Run 1, register map, names as in the netlist:
Scale bar: 50 um.
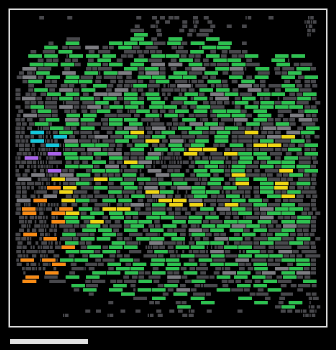
Run 1, close-up of the layout:
Window x 137 to 167, y 36 to 66 um. Cells in grey, sequential cells in the stronger grey; small squares are vias.
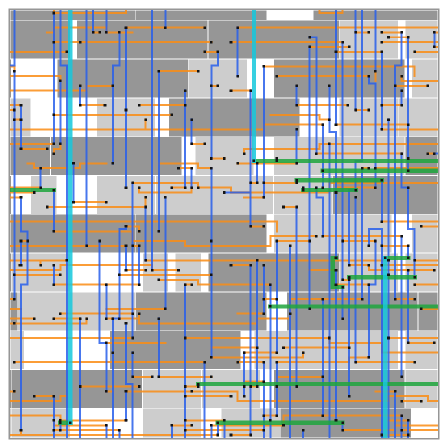
Run 1, clock wiring as the flow saved it:
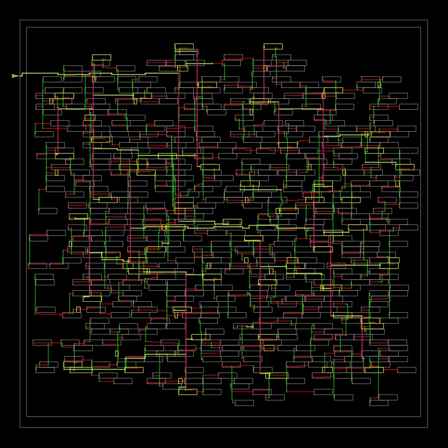
Run 1, drive-strength map:
Scale bar: 50 um.
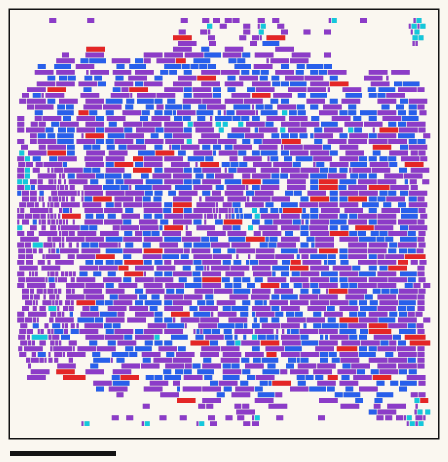
**src/rtl/corr_result_reader.sv**
```systemverilog
// Register-bus master for the correlator channel: polls CorrelationSeen, reads one
// correlation result and queues it in a first-word-fall-through result FIFO.
module corr_result_reader #(
    parameter int          FIFO_DEPTH = 4,
    parameter int          POLL_GAP   = 8,
    parameter logic [31:0] BASE       = 32'hFE000000
) (
    input  logic                          clk,
    input  logic                          rst,
    input  logic                          enable,
    input  logic                          bus_gnt,
    output logic [31:0]                   addr,
    output logic                          read,
    output logic                          write,
    input  logic [31:0]                   Rdata,
    output logic                          res_valid,
    input  logic                          res_ready,
    output logic [31:0]                   res_cnt,
    output logic [63:0]                   res_corr,
    output logic                          res_status,
    output logic [$clog2(FIFO_DEPTH):0]   fifo_count,
    output logic [15:0]                   drop_count,
    output logic                          overflow,
    input  logic                          overflow_clr,
    output logic                          busy
);

    localparam int PW = $clog2(FIFO_DEPTH);
    localparam int CW = PW + 1;
    localparam int GW = $clog2(POLL_GAP) + 1;
    localparam int RW = 97;

    typedef enum logic [2:0] {
        S_IDLE, S_POLL, S_GAP, S_RD_CNT, S_RD_LOW, S_RD_HIGH, S_RD_STAT, S_PUSH
    } state_t;

    state_t          state_q, state_d;
    logic [GW-1:0]   gap_q, gap_d;
    logic [31:0]     cnt_q, cnt_d, low_q, low_d, high_q, high_d;
    logic            stat_q, stat_d;
    logic [RW-1:0]   mem_q [FIFO_DEPTH];
    logic [RW-1:0]   mem_d [FIFO_DEPTH];
    logic [PW-1:0]   wr_ptr_q, wr_ptr_d, rd_ptr_q, rd_ptr_d;
    logic [CW-1:0]   count_q, count_d;
    logic [15:0]     drop_q, drop_d;
    logic            ovf_q, ovf_d;
    logic            push_req, push_ok, pop, full, drop;
    logic [RW-1:0]   head;

    // Sequencer: every read state stalls with the bus idle until granted.
    always_comb begin
        state_d = state_q;
        gap_d   = gap_q;
        cnt_d   = cnt_q;
        low_d   = low_q;
        high_d  = high_q;
        stat_d  = stat_q;
        addr    = 32'h0;
        read    = 1'b0;
        case (state_q)
            S_IDLE: if (enable) state_d = S_POLL;
            S_POLL: if (bus_gnt) begin
                addr = BASE + 32'h108;
                read = 1'b1;
                if (Rdata[0]) begin
                    state_d = S_RD_CNT;
                end else begin
                    state_d = S_GAP;
                    gap_d   = GW'(POLL_GAP - 1);
                end
            end
            S_GAP: begin
                if (gap_q == '0) state_d = enable ? S_POLL : S_IDLE;
                else             gap_d   = gap_q - GW'(1);
            end
            S_RD_CNT: if (bus_gnt) begin
                addr    = BASE + 32'h600;
                read    = 1'b1;
                cnt_d   = Rdata;
                state_d = S_RD_LOW;
            end
            S_RD_LOW: if (bus_gnt) begin
                addr    = BASE + 32'h604;
                read    = 1'b1;
                low_d   = Rdata;
                state_d = S_RD_HIGH;
            end
            S_RD_HIGH: if (bus_gnt) begin
                addr    = BASE + 32'h608;
                read    = 1'b1;
                high_d  = Rdata;
                state_d = S_RD_STAT;
            end
            S_RD_STAT: if (bus_gnt) begin
                addr    = BASE + 32'h60C;
                read    = 1'b1;
                stat_d  = Rdata[0];
                state_d = S_PUSH;
            end
            S_PUSH: begin
                state_d = S_GAP;
                gap_d   = GW'(POLL_GAP - 1);
            end
            default: state_d = S_IDLE;
        endcase
    end

    // A full FIFO still accepts a push when the head is popped in the same cycle.
    always_comb begin
        head     = mem_q[rd_ptr_q];
        full     = (count_q == CW'(FIFO_DEPTH));
        pop      = (count_q != '0) && res_ready;
        push_req = (state_q == S_PUSH);
        push_ok  = push_req && (!full || pop);
        drop     = push_req && full && !pop;
        mem_d    = mem_q;
        if (push_ok) mem_d[wr_ptr_q] = {cnt_q, high_q, low_q, stat_q};
        wr_ptr_d = push_ok ? wr_ptr_q + PW'(1) : wr_ptr_q;
        rd_ptr_d = pop ? rd_ptr_q + PW'(1) : rd_ptr_q;
        count_d  = count_q + CW'(push_ok) - CW'(pop);
        ovf_d    = ovf_q;
        drop_d   = drop_q;
        if (overflow_clr) begin
            ovf_d  = 1'b0;
            drop_d = 16'h0;
        end else if (drop) begin
            ovf_d  = 1'b1;
            if (drop_q != 16'hFFFF) drop_d = drop_q + 16'h1;
        end
    end

    always_ff @(posedge clk or posedge rst) begin
        if (rst) begin
            state_q  <= S_IDLE;
            gap_q    <= '0;
            cnt_q    <= '0;
            low_q    <= '0;
            high_q   <= '0;
            stat_q   <= 1'b0;
            wr_ptr_q <= '0;
            rd_ptr_q <= '0;
            count_q  <= '0;
            drop_q   <= '0;
            ovf_q    <= 1'b0;
            for (int i = 0; i < FIFO_DEPTH; i++) mem_q[i] <= '0;
        end else begin
            state_q  <= state_d;
            gap_q    <= gap_d;
            cnt_q    <= cnt_d;
            low_q    <= low_d;
            high_q   <= high_d;
            stat_q   <= stat_d;
            wr_ptr_q <= wr_ptr_d;
            rd_ptr_q <= rd_ptr_d;
            count_q  <= count_d;
            drop_q   <= drop_d;
            ovf_q    <= ovf_d;
            for (int i = 0; i < FIFO_DEPTH; i++) mem_q[i] <= mem_d[i];
        end
    end

    assign write      = 1'b0;
    assign res_valid  = (count_q != '0);
    assign res_cnt    = head[96:65];
    assign res_corr   = head[64:1];
    assign res_status = head[0];
    assign fifo_count = count_q;
    assign drop_count = drop_q;
    assign overflow   = ovf_q;
    assign busy       = (state_q != S_IDLE) && (state_q != S_GAP);

endmodule

```
**config.mk**
```make
export PLATFORM = sky130hd
export DESIGN_NAME = corr_result_reader
export DESIGN_NICKNAME = d
export VERILOG_FILES = /design/src/rtl/corr_result_reader.sv
export SDC_FILE = /design/constraint.sdc
export NUM_CORES = 1
export LEC_CHECK = 0
export ABC_AREA = 0
export CAP_MARGIN = 20
export CORE_MARGIN = 3
export CORE_UTILIZATION = 58
export DETAILED_ROUTE_END_ITERATION = 8
export GPL_ROUTABILITY_DRIVEN = 0
export GPL_TIMING_DRIVEN = 0
export PLACE_DENSITY = 0.89
export SLEW_MARGIN = 25
export SYNTH_ARGS = -nofsm -noshare
export SYNTH_HDL_FRONTEND = slang
export SYNTH_SLANG_ARGS = --single-unit
```
**constraint.sdc**
```tcl
create_clock -name clk -period 22.5 [get_ports clk]
set_input_delay 3.375 -clock clk [delete_from_list [all_inputs] [get_ports clk]]
set_output_delay 3.375 -clock clk [all_outputs]
set_load 0.02 [all_outputs]
```
==> run summary, run 1 <==
The layout was made with Yosys and OpenROAD.

The analysis reports a worst IR drop on VDD of 108 uV. The detailed router's first-iteration violation count is 836. Across all stage logs, warnings added up to 33.

The post-placement cell count is 2,091. In the floorplan report the effective utilization is 59.1%. STA classifies the critical path startpoint as a primary input.

The die covers 0.0409 mm2. The final number of max-transition violations is 0. The flow ran to the end, and the final reports show no timing, DRC or antenna violations. The total power after layout is 0.00379 W. The clock tree synthesis step divided the H-tree into 2 levels. The cell accounting for the most synthesized area is sky130_fd_sc_hd__dfrtp_1. The worst setup path is captured at an output pin. For flop-to-flop paths, the worst setup slack is 19.74 ns. The worst path needs 8.44 ns of the cycle, external delays included.

The largest net degree at the start of global routing is 105. The largest buffer count on any clock path is 3. The number of setup buffers added after CTS is 0. By startpoint and endpoint, the worst setup path is classified as primary input to output pin. By instance count after routing, the leading logic cell types are sky130_fd_sc_hd__dfrtp_1 (516), sky130_fd_sc_hd__mux2_2 (485), sky130_fd_sc_hd__clkdlybuf4s50_1 (168), sky130_fd_sc_hd__mux4_2 (97), sky130_fd_sc_hd__clkbuf_16 (53). For this run, the top clock speed supported by timing is 0.118 GHz. The total leakage power is 12.2 nW. The height of the die is 202 um.

The cell count after synthesis is 1,387. The post-route fraction of the period consumed by the critical path is 37.5%. The total global-route track usage is 25.1%. Yosys reports that the most numerous cell types are sky130_fd_sc_hd__dfrtp_1 (516), sky130_fd_sc_hd__mux2_2 (485), sky130_fd_sc_hd__mux4_2 (97), sky130_fd_sc_hd__buf_4 (43), sky130_fd_sc_hd__buf_2 (28). The flip-flop cell with the highest count after synthesis is sky130_fd_sc_hd__dfrtp_1.

The final antenna diode tally reported by the flow is 0. The cell with the most instances after synthesis is sky130_fd_sc_hd__dfrtp_1. The cell count listed in synth_stat.txt is 1,387. The placement report lists the number of port buffers as 168. The CTS tree is yes. The endpoint arrival time on the critical path is 5.06 ns.

For this run, the share of the core covered by cells in the final layout is 70.1%. Endpoints with negative setup slack in the final report add up to 0. The via density per instance is 5.93. Setup repair after global routing left no endpoint under its margin. The timing report gives the biggest stage delay along the critical path as 0.59 ns. The clock root buffer is sky130_fd_sc_hd__clkbuf_16. Once detailed placement completed, the half-perimeter wirelength came to 34,300 um. After synthesis, flip-flops and latches occupy 57.8% of the total area. The first global-routing pass estimated 80,100 um of wire. The initialized floorplan defines 71 standard-cell rows. The cell with the biggest individual delay on the critical path is sky130_fd_sc_hd__clkdlybuf4s50_1. The clock transition at the register clock pins on the worst setup and hold paths after CTS is 0.06 ns. The number of buffers inserted for hold repair after clock tree synthesis is 0. The worst max-slew margin expressed relative to the limit is 35.7%.

After detailed routing, the average wire length per cell comes to 23.2 um. The number of fill cells in the layout is 2,378. The synthesized area divided by synthesized cell count is 16.1 um2. The residual overflow from global routing is 0. For the pin with the worst max-slew slack, the measured transition is 0.964 ns. The horizontal die dimension reported for this design is 202 um. The count of unresolved DRC violations after routing is 0. The top cell family by delay on the critical path is buffers and inverters. In the log, the iteration count for the first detailed-route pass is 4. After synthesis, the share of flip-flops with an asynchronous set or reset is 100%.

Traced cell by cell, the critical path runs through clkbuf_1 -> nand2_1 -> nor3_1 -> or2_2 -> buf_4 -> clkdlybuf4s50_1. The final layout contains 1,679 nets. Per the synthesis report, the number of distinct cell types is 53. Looking at the critical path, the highest net fanout was 9. The area reported by Yosys stat is 0.0223 mm2. The pre-CTS setup slack is 14.09 ns. The number of top-level pins is 191. The floorplan step defined a core boundary enclosing 0.0378 mm2. The total buffers and inverters traversed by the critical path is 3. The number of cells in the finished layout apart from fillers is 2,181.

The number of global-route vias before repair is 14,067. The max-capacitance violation count is 0. For the final database, setup skew stands at 0.0135 ns. The final hold violation count recorded for this run is 0. The remaining number of nets flagged by the antenna check after routing is 0. After routing the design area is 0.0265 mm2. The share of the synthesized area in the top cell type is 57.8%.
About 'register map, names as in the netlist':
Key: mem_q = green [flops 388, where spread over the die]; gap_q = cyan [flops 4, where middle left]; state_q = purple [flops 3]; cnt_q = yellow [flops 32, where a band across the middle]; drop_count = orange [flops 16, where lower left]

About 'close-up of the layout':
Key: M4 = cyan; M1 = orange; M2 = blue; M3 = green
Most frequent: mux2_2 (18), dfrtp_1 (16). Netlist names of flops here include mem_q (14), high_q (2). 42 logic cells have their middle in the window. Sequential cells in the window: 16.

About 'clock wiring as the flow saved it':
TritonCTS Buffers: 50
clock network latency to the later pin of the worst-skew pair: 0.56 ns
clock buffer instance count of the final layout: 80
CTS Sinks: 516

About 'drive-strength map':
Key: x3 and x4 = cyan [cells 46, share 2.8%, most used buf_4]; x2 = blue [cells 631, share 38%, most used mux2_2]; x6 and larger = red [cells 70, share 4.2%, most used clkbuf_16]; x1 and smaller = purple [cells 923, share 55%, most used dfrtp_1]

==> run 1: layer usage <==
layer	track usage, %	vias up	share of wire (%)
met3	4.33	93	5.1
li1	-	5574	-
met5	0	-	0.022
met2	41.5	366	50
met4	8.09	2	3.2
met1	34.8	6889	42
==> run 1: metrics by stage <==
step / TNS (ns) / hold WS, ns
after global placement: -7.35 / 0.481
final: 0 / 0.499
after global routing: 0 / 0.509
after CTS: 0 / 0.501
after floorplan: 0 / 0.474
after detailed placement: 0 / 0.487
==> run 1: flip-flops by register name, indices dropped and copies added (netlist names) <==
name / flops
state_q: 3
rd_ptr_q: 2
overflow: 1
wr_ptr_q: 2
stat_q: 1
high_q: 32
low_q: 32
drop_count: 16
mem_q: 388
cnt_q: 32
fifo_count: 3
gap_q: 4
==> run 1: area by class of cell <==
class	instances	area, um2	area share [%]
tap	511	639	2.41
inverter	15	63.8	0.241
buffer	110	611	2.31
clock buffer	80	1520	5.73
sequential	516	12900	48.8
multi-input combinational	766	8820	33.3
clock inverter	10	100	0.378
timing repair buffer	173	1820	6.87
==> run 1: report_power, final <==
group	total, W	switching (W)	internal [W]
registers	0.00155	0.000256	0.00130
clock network	0.000826	0.000343	0.000483
logic	0.00141	0.000624	0.000783
==> run 1: cells by family after synthesis <==
group	share of synthesized area, %
xor+xnor	0.235
mux	34.6
other cells	0.0168
flops	57.8
compound gates	1.05
buf+inv	2.98
simple gates	2.78
fa+ha+maj	0.538
==> run 1: final timing paths <==
path,from,endpoint,cells after the start
worst max-delay path,bus_gnt,addr[31],6
worst min-delay path,mem_q[199],mem_q[199],1
worst max register to register,fifo_count[1],mem_q[150],7
worst min register to register,mem_q[199],mem_q[199],1
max in group asynchronous,rst,mem_q[296],5
min in group asynchronous,rst,mem_q[153],2
--- run 2 (diff from run 1) ---
- clock period: 22.5 -> 8.3 ns (I/O delays scaled with it)
==> run summary, run 2 <==
The layout was made with Yosys and OpenROAD.

The hold-critical path depth came to 1 (unchanged). The clock share of power is 23.5% (was 21.8%). Status: finished clean (unchanged).

The total global-route track usage is 26.1% (was 25.1%). The total leakage power is 12.4 nW (was 12.2 nW). The wire length on met1 is 21,000 um (was 21,100 um). The amount of wire on met2 after detailed routing is 27,000 um (was 25,200 um). The final antenna diode count is 0 (unchanged).

The count of port buffers added during placement came to 168 (unchanged). The met3 track demand over resource is 4.43% (was 4.33%). The remaining number of nets flagged by the antenna check after routing came to 0 (unchanged).

The post-placement cell count is 2,103 (was 2,091). The flip-flop count of the largest register after layout was 388 (unchanged). The number of sinks on the clock net is 516 (unchanged). The post-route setup TNS is 0 ns (unchanged). The initial antenna violation count is 2 (was 1). The final worst clock skew is 0.0282 ns (was 0.0135 ns). The register name with the most flops is mem_q (unchanged). The length of the first detailed-routing pass in iterations is 5 (was 4). The residual overflow from global routing was 0 (unchanged).

The worst IR drop on VDD is 306 uV (was 108 uV). The cell count listed in synth_stat.txt is 1,387 (unchanged). The number of setup buffers added after CTS is 0 (unchanged). The combinational logic power is 0.00385 W (was 0.00141 W). The number of global-route vias before repair was 14,232 (was 14,067). The number of CTS-inserted buffers is 51 (was 50). The number of cell rows is 71 (unchanged).

The synthesized area divided by synthesized cell count is 16.1 um2 (unchanged). The largest net degree at the start of global routing is 35 (was 105). Top Layout Cells: sky130_fd_sc_hd__dfrtp_1 (516), sky130_fd_sc_hd__mux2_2 (485), sky130_fd_sc_hd__clkdlybuf4s50_1 (168), sky130_fd_sc_hd__mux4_2 (97), sky130_fd_sc_hd__clkbuf_16 (51) (was sky130_fd_sc_hd__dfrtp_1 (516), sky130_fd_sc_hd__mux2_2 (485), sky130_fd_sc_hd__clkdlybuf4s50_1 (168), sky130_fd_sc_hd__mux4_2 (97), sky130_fd_sc_hd__clkbuf_16 (53)).

The width of the die came to 202 um (unchanged). The depth of the CTS H-tree is 2 (unchanged). The kind of critical path is flop to output pin (was primary input to output pin). The clock group power is 0.00248 W (was 0.000826 W). The final number of max-transition violations is 0 (unchanged).

The flow reports an fmax of 0.199 GHz. The total power after layout is 0.0106 W (was 0.00379 W). The worst flop-to-flop path endpoint is mem_q[160] (was mem_q[150]). The cell with the most instances after synthesis is sky130_fd_sc_hd__dfrtp_1 (unchanged).

The share of synthesized cell area in full adder, half adder and majority cells came to 0.538% (unchanged). The area fraction in mux cells is 34.6% (unchanged). The half-perimeter wire length after detailed placement came to 35,200 um (was 34,300 um). The sequential element share of the synthesized area was 57.8% (unchanged).

The met1 demand-to-capacity share in global routing came to 35.3% (was 34.8%). The placeable core area is 0.0378 mm2 (unchanged). The relative contribution of sequential cells to total power was 40.1% (was 41.0%).

The setup slack on the worst flop-to-flop path is 5.51 ns (was 19.74 ns). The detailed router's first-iteration violation count came to 786 (was 836). The simple logic cell fraction of the synthesized area was 2.78% (unchanged). The xor/xnor share of the synthesized area is 0.235% (unchanged). The number of top-level pins was 191 (unchanged). The cell accounting for the most synthesized area was sky130_fd_sc_hd__dfrtp_1 (unchanged). The flip-flop cell with the highest count after synthesis is sky130_fd_sc_hd__dfrtp_1 (unchanged). The highest routing layer actually used was met5 (unchanged).

The count of endpoints failing hold in the final timing report is 0 (unchanged). Most common library cells after synthesis: sky130_fd_sc_hd__dfrtp_1 (516), sky130_fd_sc_hd__mux2_2 (485), sky130_fd_sc_hd__mux4_2 (97), sky130_fd_sc_hd__buf_4 (43), sky130_fd_sc_hd__buf_2 (28) (unchanged). The count of unresolved DRC violations after routing is 0 (unchanged). The worst-case reg-to-reg path depth came to 7 (unchanged).

The mean routed wirelength per cell is 24.0 um (was 23.2 um). The global-route wire length before repair was 82,900 um (was 80,100 um). The launch instance of the worst min-delay path is mem_q[199] (unchanged).

The post-route cell area is 0.0269 mm2 (was 0.0265 mm2). The dominant kind of combinational cell is multiplexers (unchanged). The final design utilization came to 71.2% (was 70.1%). The cell-internal power was 0.00717 W (was 0.00256 W).

The share of the synthesized area in the top cell type is 57.8% (unchanged). The clock latency of the later-clocked register in the worst-skew pair is 0.58 ns (was 0.56 ns). The critical path endpoint category is an output pin (unchanged).

The register bit count reported by yosys is 516 (unchanged). The setup-violating endpoint count in the final report came to 0 (unchanged). The via density per instance was 6.01 (was 5.93). The beginning of the worst register-to-register path is fifo_count[1] (unchanged).

The floorplan die area was 0.0409 mm2 (unchanged). The number of buffers inserted for hold repair after clock tree synthesis is 0 (unchanged). The share of total power in combinational logic is 36.4% (was 37.2%).

The CTS tree was yes (unchanged). The fraction of synthesis flops using an asynchronous set or reset pin is 100% (unchanged). The final net count is 1,692 (was 1,679). RSZ-0062 raised after global routing: false (unchanged). The share of total power consumed by net switching is 32.2% (was 32.3%). The clock transition at the register clock pins on the worst setup and hold paths after CTS is 0.06 ns (about the same). The effective utilization at floorplan is 59.1% (unchanged). The highest fanout seen on the critical path was 10 (was 9). The area reported by Yosys stat is 0.0223 mm2 (unchanged). The clock root buffer is sky130_fd_sc_hd__clkbuf_16 (unchanged). The hold slack was 0.500 ns (was 0.499 ns). The largest buffer count on any clock path is 3 (unchanged). After layout, the minimum clock period comes to 5.03 ns.

The post-synthesis cell type count is 53 (unchanged). The worst max-slew margin expressed relative to the limit is 35.6% (was 35.7%). The minimum setup slack in the final design is 3.27 ns (was 14.06 ns). The number of fill cells in the layout is 2,306 (was 2,378). The pre-CTS setup slack is 3.82 ns (was 14.09 ns). The most utilized layer in the global route result is met2 (unchanged). The worst-case hold path end point is mem_q[199] (unchanged). The total length of routed met3 wires came to 3020 um (was 2600 um).
run 2: netlist changes by cell type in the layout (fill, tap and decap cells not counted):
cell	before	now
sky130_fd_sc_hd__inv_8	1	0
sky130_fd_sc_hd__buf_12	0	15
sky130_fd_sc_hd__clkinv_2	8	9
sky130_fd_sc_hd__clkbuf_1	42	32
sky130_fd_sc_hd__inv_6	0	3
sky130_fd_sc_hd__bufinv_16	2	10
sky130_fd_sc_hd__clkinv_4	0	2
sky130_fd_sc_hd__buf_16	5	2
sky130_fd_sc_hd__clkbuf_16	53	51
sky130_fd_sc_hd__clkbuf_8	9	8
sky130_fd_sc_hd__clkinvlp_4	0	2
run 2: final cells by class:
| cell class | instances | area, um2 | share of cell area [%] |
|---|---|---|---|
| clock inverters | 25 | 397 | 1.47 |
| multi-input cells | 766 | 8820 | 32.8 |
| inverters | 15 | 60.1 | 0.223 |
| repair buffers | 185 | 2040 | 7.57 |
| clock buffers | 67 | 1420 | 5.27 |
| plain buffers | 110 | 611 | 2.27 |
| flip-flops and latches | 516 | 12900 | 48.0 |
| well taps | 511 | 639 | 2.38 |
run 2: critical path, stage by stage, from the launching register on:
cell and delay (ns):
sky130_fd_sc_hd__dfrtp_1 0.33, sky130_fd_sc_hd__clkbuf_1 0.57, sky130_fd_sc_hd__clkbuf_1 0.66, sky130_fd_sc_hd__clkbuf_1 0.63, sky130_fd_sc_hd__mux4_2 0.46, sky130_fd_sc_hd__clkdlybuf4s50_1 0.57
run 2: worst max-delay path by stage:
stage / to / slack [ns]
after detailed placement: res_corr[18] / 3.82
after CTS: res_corr[34] / 3.24
after global routing: res_corr[35] / 3.13
final: res_corr[35] / 3.27
after global placement: mem_q[5] / -2.60
after floorplan: cnt_q[0] / 0.05
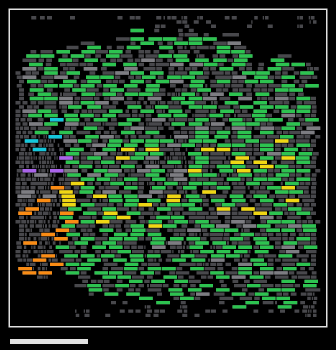
Run 2: register map, names as in the netlist
Scale bar: 50 um.
Key: mem_q = green [flops 388, where spread over the die]; state_q = purple [flops 3]; cnt_q = yellow [flops 32, where a band across the middle]; drop_count = orange [flops 16, where lower left]; gap_q = cyan [flops 4, where middle left]
Another 73 sequential cells are not coloured.

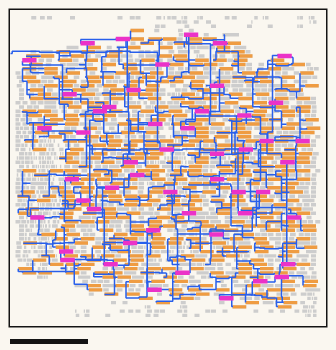
Run 2: routed clock nets over the placement
Scale bar: 50 um.
Key: clock-net drivers = magenta [count 51]; flip-flops = orange [count 516]; clock wires = blue [length 5,600 um]
There are 52 routed clock nets. Position of the flops: spread over the die.

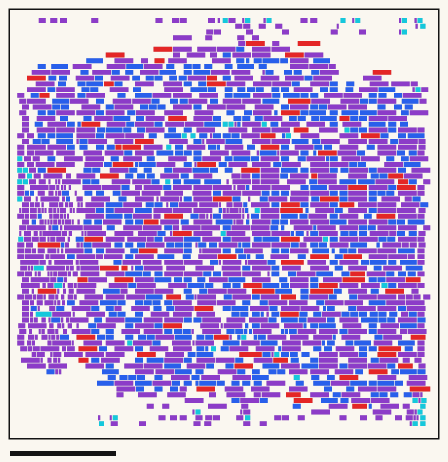
Run 2: drive-strength map
Scale bar: 50 um.
Key: x1 and smaller = purple [cells 913, share 54%, most used dfrtp_1]; x3 and x4 = cyan [cells 50, share 3.0%, most used buf_4]; x6 and larger = red [cells 89, share 5.3%, most used clkbuf_16]; x2 = blue [cells 632, share 38%, most used mux2_2]

No activity file was given, so power comes from the tool's default toggle rates.
